`config.mk`:
```
export PLATFORM = sky130hd
export DESIGN_NAME = snow64_memory_bus_guard_flat
export DESIGN_NICKNAME = d
export VERILOG_FILES = /design/src/rtl/snow64_memory_bus_guard_if.sv /design/src/rtl/snow64_memory_bus_guard.sv /design/src/flat_wrapper.sv
export SDC_FILE = /design/constraint.sdc
export NUM_CORES = 1
export LEC_CHECK = 0
export CAP_MARGIN = 15
export CORE_AREA = 10 10 477 479
export CTS_CLUSTER_DIAMETER = 30
export DETAILED_ROUTE_END_ITERATION = 7
export DIE_AREA = 0 0 487 489
export GPL_TIMING_DRIVEN = 0
export HOLD_SLACK_MARGIN = 0.05
export PLACE_DENSITY_LB_ADDON = 0.05
export SLEW_MARGIN = 5
export SYNTH_ARGS = -nofsm -noshare
export SYNTH_HDL_FRONTEND = slang
export SYNTH_SLANG_ARGS = --single-unit
```
`constraint.sdc`:
```
create_clock -name clk -period 1.9 [get_ports clk]
set_input_delay 0.285 -clock clk [delete_from_list [all_inputs] [get_ports clk]]
set_output_delay 0.285 -clock clk [all_outputs]
set_load 0.05 [all_outputs]
```
`src/rtl/snow64_memory_bus_guard_if.sv`:
```
// Bus bundle between the read/write FIFO requesters, the memory bus guard and memory.
// The guard uses the master view; requesters and memory together use the slave view.
interface snow64_memory_bus_guard_if #(
  parameter int ADDR_WIDTH = 64,
  parameter int DATA_WIDTH = 256
);
  logic                  rd_req;
  logic [ADDR_WIDTH-1:0] rd_addr;
  logic                  rd_cmd_accepted;
  logic                  rd_valid;
  logic [DATA_WIDTH-1:0] rd_data;

  logic                  wr_req;
  logic [ADDR_WIDTH-1:0] wr_addr;
  logic [DATA_WIDTH-1:0] wr_data;
  logic                  wr_cmd_accepted;
  logic                  wr_valid;

  logic                  mem_req;
  logic                  mem_we;
  logic [ADDR_WIDTH-1:0] mem_addr;
  logic [DATA_WIDTH-1:0] mem_wdata;
  logic                  mem_cmd_ready;
  logic                  mem_rsp_valid;
  logic [DATA_WIDTH-1:0] mem_rsp_data;

  logic                  busy;
  logic                  err_timeout;
  logic                  err_spurious;

  modport master (
    input  rd_req, rd_addr, wr_req, wr_addr, wr_data,
    input  mem_cmd_ready, mem_rsp_valid, mem_rsp_data,
    output rd_cmd_accepted, rd_valid, rd_data, wr_cmd_accepted, wr_valid,
    output mem_req, mem_we, mem_addr, mem_wdata,
    output busy, err_timeout, err_spurious
  );

  modport slave (
    output rd_req, rd_addr, wr_req, wr_addr, wr_data,
    output mem_cmd_ready, mem_rsp_valid, mem_rsp_data,
    input  rd_cmd_accepted, rd_valid, rd_data, wr_cmd_accepted, wr_valid,
    input  mem_req, mem_we, mem_addr, mem_wdata,
    input  busy, err_timeout, err_spurious
  );
endinterface

```
`src/rtl/snow64_memory_bus_guard.sv`:
```
// Arbitrates one read and one write FIFO onto a single-outstanding memory bus,
// with round-robin tie-break, response timeout and spurious-response detection.
module snow64_memory_bus_guard #(
  parameter int ADDR_WIDTH = 64,
  parameter int DATA_WIDTH = 256,
  parameter int TIMEOUT    = 255
) (
  input  logic                          clk,
  input  logic                          rst_n,
  snow64_memory_bus_guard_if.master     bus
);

  localparam logic [1:0] ST_IDLE = 2'd0;
  localparam logic [1:0] ST_CMD  = 2'd1;
  localparam logic [1:0] ST_WAIT = 2'd2;

  localparam int             CNT_W       = (TIMEOUT > 0) ? $clog2(TIMEOUT + 1) : 1;
  localparam bit             TIMEOUT_EN  = (TIMEOUT != 0);
  localparam logic [CNT_W-1:0] TIMEOUT_CNT = CNT_W'(TIMEOUT);

  logic [1:0]            state_q,     state_d;
  logic                  last_we_q,   last_we_d;
  logic                  grant_we_q,  grant_we_d;
  logic [ADDR_WIDTH-1:0] addr_q,      addr_d;
  logic [DATA_WIDTH-1:0] wdata_q,     wdata_d;
  logic [CNT_W-1:0]      cnt_q,       cnt_d;
  logic                  rd_acc_q,    rd_acc_d;
  logic                  wr_acc_q,    wr_acc_d;
  logic                  rd_valid_q,  rd_valid_d;
  logic                  wr_valid_q,  wr_valid_d;
  logic [DATA_WIDTH-1:0] rd_data_q,   rd_data_d;
  logic                  err_to_q,    err_to_d;
  logic                  err_sp_q,    err_sp_d;

  logic                  grant_rd;
  logic [CNT_W-1:0]      cnt_inc;

  assign cnt_inc = cnt_q + CNT_W'(1);

  always_comb begin
    // NOTE: every signal assigned here gets a default first, so no path can infer a latch.
    state_d    = state_q;
    last_we_d  = last_we_q;
    grant_we_d = grant_we_q;
    addr_d     = addr_q;
    wdata_d    = wdata_q;
    cnt_d      = cnt_q;
    rd_acc_d   = 1'b0;
    wr_acc_d   = 1'b0;
    rd_valid_d = 1'b0;
    wr_valid_d = 1'b0;
    rd_data_d  = rd_data_q;
    err_to_d   = err_to_q;
    err_sp_d   = err_sp_q;
    grant_rd   = 1'b0;

    case (state_q)
      ST_IDLE: begin
        if (bus.rd_req || bus.wr_req) begin
          // On a tie the side that did not complete last wins.
          grant_rd   = bus.rd_req && (!bus.wr_req || last_we_q);
          grant_we_d = !grant_rd;
          addr_d     = grant_rd ? bus.rd_addr : bus.wr_addr;
          if (!grant_rd) begin
            wdata_d = bus.wr_data;
          end
          rd_acc_d = grant_rd;
          wr_acc_d = !grant_rd;
          state_d  = ST_CMD;
        end
      end

      ST_CMD: begin
        if (bus.mem_cmd_ready) begin
          cnt_d   = '0;
          state_d = ST_WAIT;
        end
      end

      ST_WAIT: begin
        // A response arriving on the timeout cycle still completes normally.
        if (bus.mem_rsp_valid) begin
          rd_valid_d = !grant_we_q;
          wr_valid_d = grant_we_q;
          if (!grant_we_q) begin
            rd_data_d = bus.mem_rsp_data;
          end
          last_we_d = grant_we_q;
          state_d   = ST_IDLE;
        end else if (TIMEOUT_EN && (cnt_inc == TIMEOUT_CNT)) begin
          rd_valid_d = !grant_we_q;
          wr_valid_d = grant_we_q;
          if (!grant_we_q) begin
            rd_data_d = '0;
          end
          err_to_d  = 1'b1;
          last_we_d = grant_we_q;
          state_d   = ST_IDLE;
        end else begin
          cnt_d = cnt_inc;
        end
      end

      default: begin
        state_d = ST_IDLE;
      end
    endcase

    if (bus.mem_rsp_valid && (state_q != ST_WAIT)) begin
      err_sp_d = 1'b1;
    end
  end

  always_ff @(posedge clk) begin
    // NOTE: non-blocking assignments only, so every register samples pre-edge values.
    if (!rst_n) begin
      // NOTE: datapath latches are reset too, because they drive outputs that must read 0 in reset.
      state_q    <= ST_IDLE;
      last_we_q  <= 1'b1;
      grant_we_q <= 1'b0;
      addr_q     <= '0;
      wdata_q    <= '0;
      cnt_q      <= '0;
      rd_acc_q   <= 1'b0;
      wr_acc_q   <= 1'b0;
      rd_valid_q <= 1'b0;
      wr_valid_q <= 1'b0;
      rd_data_q  <= '0;
      err_to_q   <= 1'b0;
      err_sp_q   <= 1'b0;
    end else begin
      state_q    <= state_d;
      last_we_q  <= last_we_d;
      grant_we_q <= grant_we_d;
      addr_q     <= addr_d;
      wdata_q    <= wdata_d;
      cnt_q      <= cnt_d;
      rd_acc_q   <= rd_acc_d;
      wr_acc_q   <= wr_acc_d;
      rd_valid_q <= rd_valid_d;
      wr_valid_q <= wr_valid_d;
      rd_data_q  <= rd_data_d;
      err_to_q   <= err_to_d;
      err_sp_q   <= err_sp_d;
    end
  end

  assign bus.rd_cmd_accepted = rd_acc_q;
  assign bus.wr_cmd_accepted = wr_acc_q;
  assign bus.rd_valid        = rd_valid_q;
  assign bus.wr_valid        = wr_valid_q;
  assign bus.rd_data         = rd_data_q;

  assign bus.mem_req         = (state_q == ST_CMD);
  assign bus.mem_we          = grant_we_q;
  assign bus.mem_addr        = addr_q;
  assign bus.mem_wdata       = wdata_q;

  assign bus.busy            = (state_q != ST_IDLE);
  assign bus.err_timeout     = err_to_q;
  assign bus.err_spurious    = err_sp_q;

endmodule

```
`src/flat_wrapper.sv`:
```
// flat-port wrapper written by rule: the top's interface ports become plain ports
module snow64_memory_bus_guard_flat 
#(
  parameter int ADDR_WIDTH = 64,
  parameter int DATA_WIDTH = 256,
  parameter int TIMEOUT    = 255
)
  (clk, rst_n, bus_rd_req, bus_rd_addr, bus_wr_req, bus_wr_addr, bus_wr_data, bus_mem_cmd_ready, bus_mem_rsp_valid, bus_mem_rsp_data, bus_rd_cmd_accepted, bus_rd_valid, bus_rd_data, bus_wr_cmd_accepted, bus_wr_valid, bus_mem_req, bus_mem_we, bus_mem_addr, bus_mem_wdata, bus_busy, bus_err_timeout, bus_err_spurious);
  snow64_memory_bus_guard_if #(.ADDR_WIDTH(ADDR_WIDTH), .DATA_WIDTH(DATA_WIDTH)) bus_i ();
  input  logic clk;
  input  logic rst_n;
  input wire logic [$bits(bus_i.rd_req)-1:0] bus_rd_req;
  input wire logic [$bits(bus_i.rd_addr)-1:0] bus_rd_addr;
  input wire logic [$bits(bus_i.wr_req)-1:0] bus_wr_req;
  input wire logic [$bits(bus_i.wr_addr)-1:0] bus_wr_addr;
  input wire logic [$bits(bus_i.wr_data)-1:0] bus_wr_data;
  input wire logic [$bits(bus_i.mem_cmd_ready)-1:0] bus_mem_cmd_ready;
  input wire logic [$bits(bus_i.mem_rsp_valid)-1:0] bus_mem_rsp_valid;
  input wire logic [$bits(bus_i.mem_rsp_data)-1:0] bus_mem_rsp_data;
  output wire logic [$bits(bus_i.rd_cmd_accepted)-1:0] bus_rd_cmd_accepted;
  output wire logic [$bits(bus_i.rd_valid)-1:0] bus_rd_valid;
  output wire logic [$bits(bus_i.rd_data)-1:0] bus_rd_data;
  output wire logic [$bits(bus_i.wr_cmd_accepted)-1:0] bus_wr_cmd_accepted;
  output wire logic [$bits(bus_i.wr_valid)-1:0] bus_wr_valid;
  output wire logic [$bits(bus_i.mem_req)-1:0] bus_mem_req;
  output wire logic [$bits(bus_i.mem_we)-1:0] bus_mem_we;
  output wire logic [$bits(bus_i.mem_addr)-1:0] bus_mem_addr;
  output wire logic [$bits(bus_i.mem_wdata)-1:0] bus_mem_wdata;
  output wire logic [$bits(bus_i.busy)-1:0] bus_busy;
  output wire logic [$bits(bus_i.err_timeout)-1:0] bus_err_timeout;
  output wire logic [$bits(bus_i.err_spurious)-1:0] bus_err_spurious;
  assign bus_i.rd_req = bus_rd_req;
  assign bus_i.rd_addr = bus_rd_addr;
  assign bus_i.wr_req = bus_wr_req;
  assign bus_i.wr_addr = bus_wr_addr;
  assign bus_i.wr_data = bus_wr_data;
  assign bus_i.mem_cmd_ready = bus_mem_cmd_ready;
  assign bus_i.mem_rsp_valid = bus_mem_rsp_valid;
  assign bus_i.mem_rsp_data = bus_mem_rsp_data;
  assign bus_rd_cmd_accepted = bus_i.rd_cmd_accepted;
  assign bus_rd_valid = bus_i.rd_valid;
  assign bus_rd_data = bus_i.rd_data;
  assign bus_wr_cmd_accepted = bus_i.wr_cmd_accepted;
  assign bus_wr_valid = bus_i.wr_valid;
  assign bus_mem_req = bus_i.mem_req;
  assign bus_mem_we = bus_i.mem_we;
  assign bus_mem_addr = bus_i.mem_addr;
  assign bus_mem_wdata = bus_i.mem_wdata;
  assign bus_busy = bus_i.busy;
  assign bus_err_timeout = bus_i.err_timeout;
  assign bus_err_spurious = bus_i.err_spurious;
  snow64_memory_bus_guard #(.ADDR_WIDTH(ADDR_WIDTH), .DATA_WIDTH(DATA_WIDTH), .TIMEOUT(TIMEOUT)) u_core (.clk(clk), .rst_n(rst_n), .bus(bus_i));
endmodule
```
==> metrics.cfg <==
[power]
p_int_mw=46.5
p_comb_share_pct=14.5

[status]
status=finished, violations left
violations=negative setup slack

[drt]
wirelength_mm=171
route.vias.total=24500
remaining_drc_errors=0

[yosys]
ys_sh_xor_pct=0
yosysTopAreaCell=dfxtp_1
avgSynthCellArea_um2=9.68
synth-compound-area-share_pct=21.2
edf_count=0
yosys.cell_count.top_type=dfxtp_1

[placed_design]
port_buffers=1230
post-place-ws_ns=-1.57

[final_timing]
setup_tns_ns=-49.74
setup_viol=615
fin_ws_ns=-0.170

[cts]
htreeDepth=5
cts_tree=built

[finish]
final_cell_mix=645 x clkdlybuf4s50_1, 584 x dfxtp_1, 550 x dlygate4sd3_1
regArea_um2=11900
drive_gt1_share_pct=23.1

[critical_path]
worstPathArrival_ns=2.80

[floorplan]
die_y_um=489

[grt]
antenna_found_initial=67

run 1: worst paths after layout:
path                                                             start                                     end  slack, ns  cells after the start
worst max-delay path                      u_core.cnt_q[1]$_SDFFE_PN0P_    u_core.bus.rd_data[166]$_SDFFE_PN0P_      -0.17                     11
worst min-delay path                              bus_mem_rsp_data[55]     u_core.bus.rd_data[55]$_SDFFE_PN0P_       0.11                      2
worst max register to register            u_core.cnt_q[1]$_SDFFE_PN0P_    u_core.bus.rd_data[166]$_SDFFE_PN0P_      -0.17                     11
worst min register to register  u_core.bus.mem_wdata[139]$_SDFFE_PN0P_  u_core.bus.mem_wdata[139]$_SDFFE_PN0P_       0.45                      2
run 1: power by group through the flow:
stage	Combinational [mW]	Clock, mW	Sequential (mW)
2_1_floorplan	1.44	0	15.8
3_3_place_gp	7.64	0	13.7
3_5_place_dp	7.59	0	13.7
4_1_cts	8.61	41.3	13.5
5_1_grt	9.73	42.1	13.6
6_report	9.14	40.2	13.5
run 1: worst max-delay path: stages (launching register included):
cell and delay (ns):
dfxtp_4 0.38, ha_4 0.18, nand2b_4 0.06, o21ai_4 0.16, a31oi_4 0.13, nor2_4 0.16, o31ai_4 0.07, buf_12 0.17
buf_6 0.14, buf_12 0.14, buf_12 0.15, a22o_1 0.23
run 1: cell families after synthesis:
group                    count (synthesis)
AND-OR/OR-AND                          611
adder cells (fa/ha/maj)                  2
buffers and inverters                  174
flip-flops                             594
multiplexers                            65
AND/OR/NAND/NOR                        625
run 1: cell type report:
class	instances	share of cell area (%)
clock buffer	458	16.2
buffer	169	3.08
timing repair buffer	1857	35.3
inverter	3	0.0216
sequential	594	22.9
tap	2871	6.89
clock inverter	7	0.175
multi-input combinational	1303	15.2
antenna	38	0.182
run 1: state kept, by name, indices dropped and copies added (netlist names):
register                    flops
u_core.bus.err_timeout          1
u_core.bus.rd_data            256
u_core.cnt_q                    8
u_core.state_q                  2
u_core.bus.rd_valid             1
u_core.bus.wr_cmd_accepted      1
u_core.bus.err_spurious         1
u_core.bus.rd_cmd_accepted      1
u_core.bus.mem_we               1
u_core.last_we_q                1
u_core.bus.wr_valid             1
u_core.bus.mem_addr            64
u_core.bus.mem_wdata          256
run 1: through the flow:
step	cells	power, mW	hold slack (ns)
detailed placement	6174	21.3	0.446
global route	7288	65.5	0.0577
floorplan	2071	17.3	0.406
CTS	7196	63.5	0.0513
global placement	6172	21.4	0.443
finish	7300	62.9	0.108
run 1: layer usage:
layer  share of wire [%]  vias to the layer above  wire length [um]  global-route usage (%)
met5                0.11                        -               191                       0
met4                 3.9                       34              6620                    5.33
met3                 9.8                      363             16700                    6.69
met2                  49                     1115             83500                    22.8
met1                  37                    11300             63700                    13.9
li1                    -                    11700                 -                       -
run 1: repair_timing:
item | 4_1_cts | 5_1_grt
buffers inserted | 7 | 32
endpoints found under the hold margin | 533 | 1
endpoints found under the setup margin | 1176 | 1124
hold buffers | 549 | 1
gates cloned | 2 | 35
resized | 1412 | 553
pin swaps | 9 | 178
run_1/ff_map.png
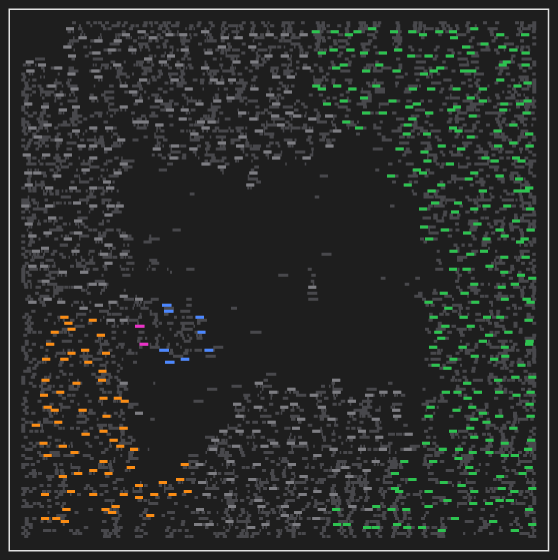
colour	netlist name	placed flops
orange	`u_core.bus.mem_addr`	64
magenta	`u_core.state_q`	2
green	`u_core.bus.rd_data`	256
blue	`u_core.cnt_q`	8
not coloured	264

run_1/clock_nets.png
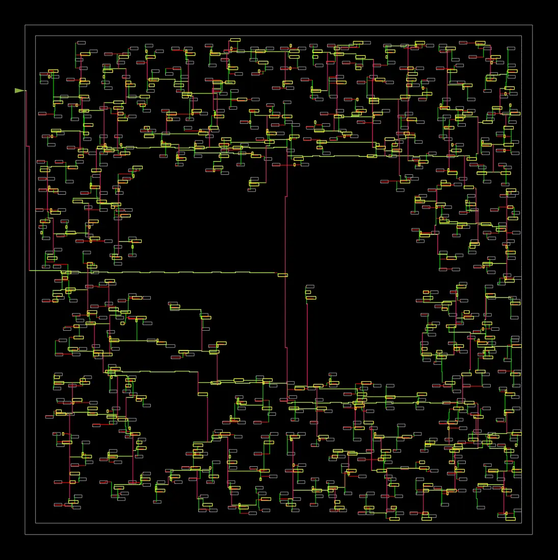
TritonCTS Buffers: 284
sequential cell count: 594
Worst Skew: 0.105 ns

run_1/m4.png
Supply wires on this layer in grey.
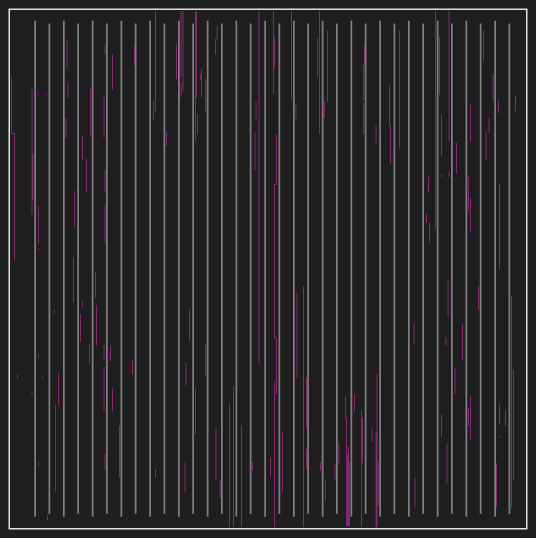
longest straight run	333 um
main direction	vertical

No activity file was given, so power comes from the tool's default toggle rates.
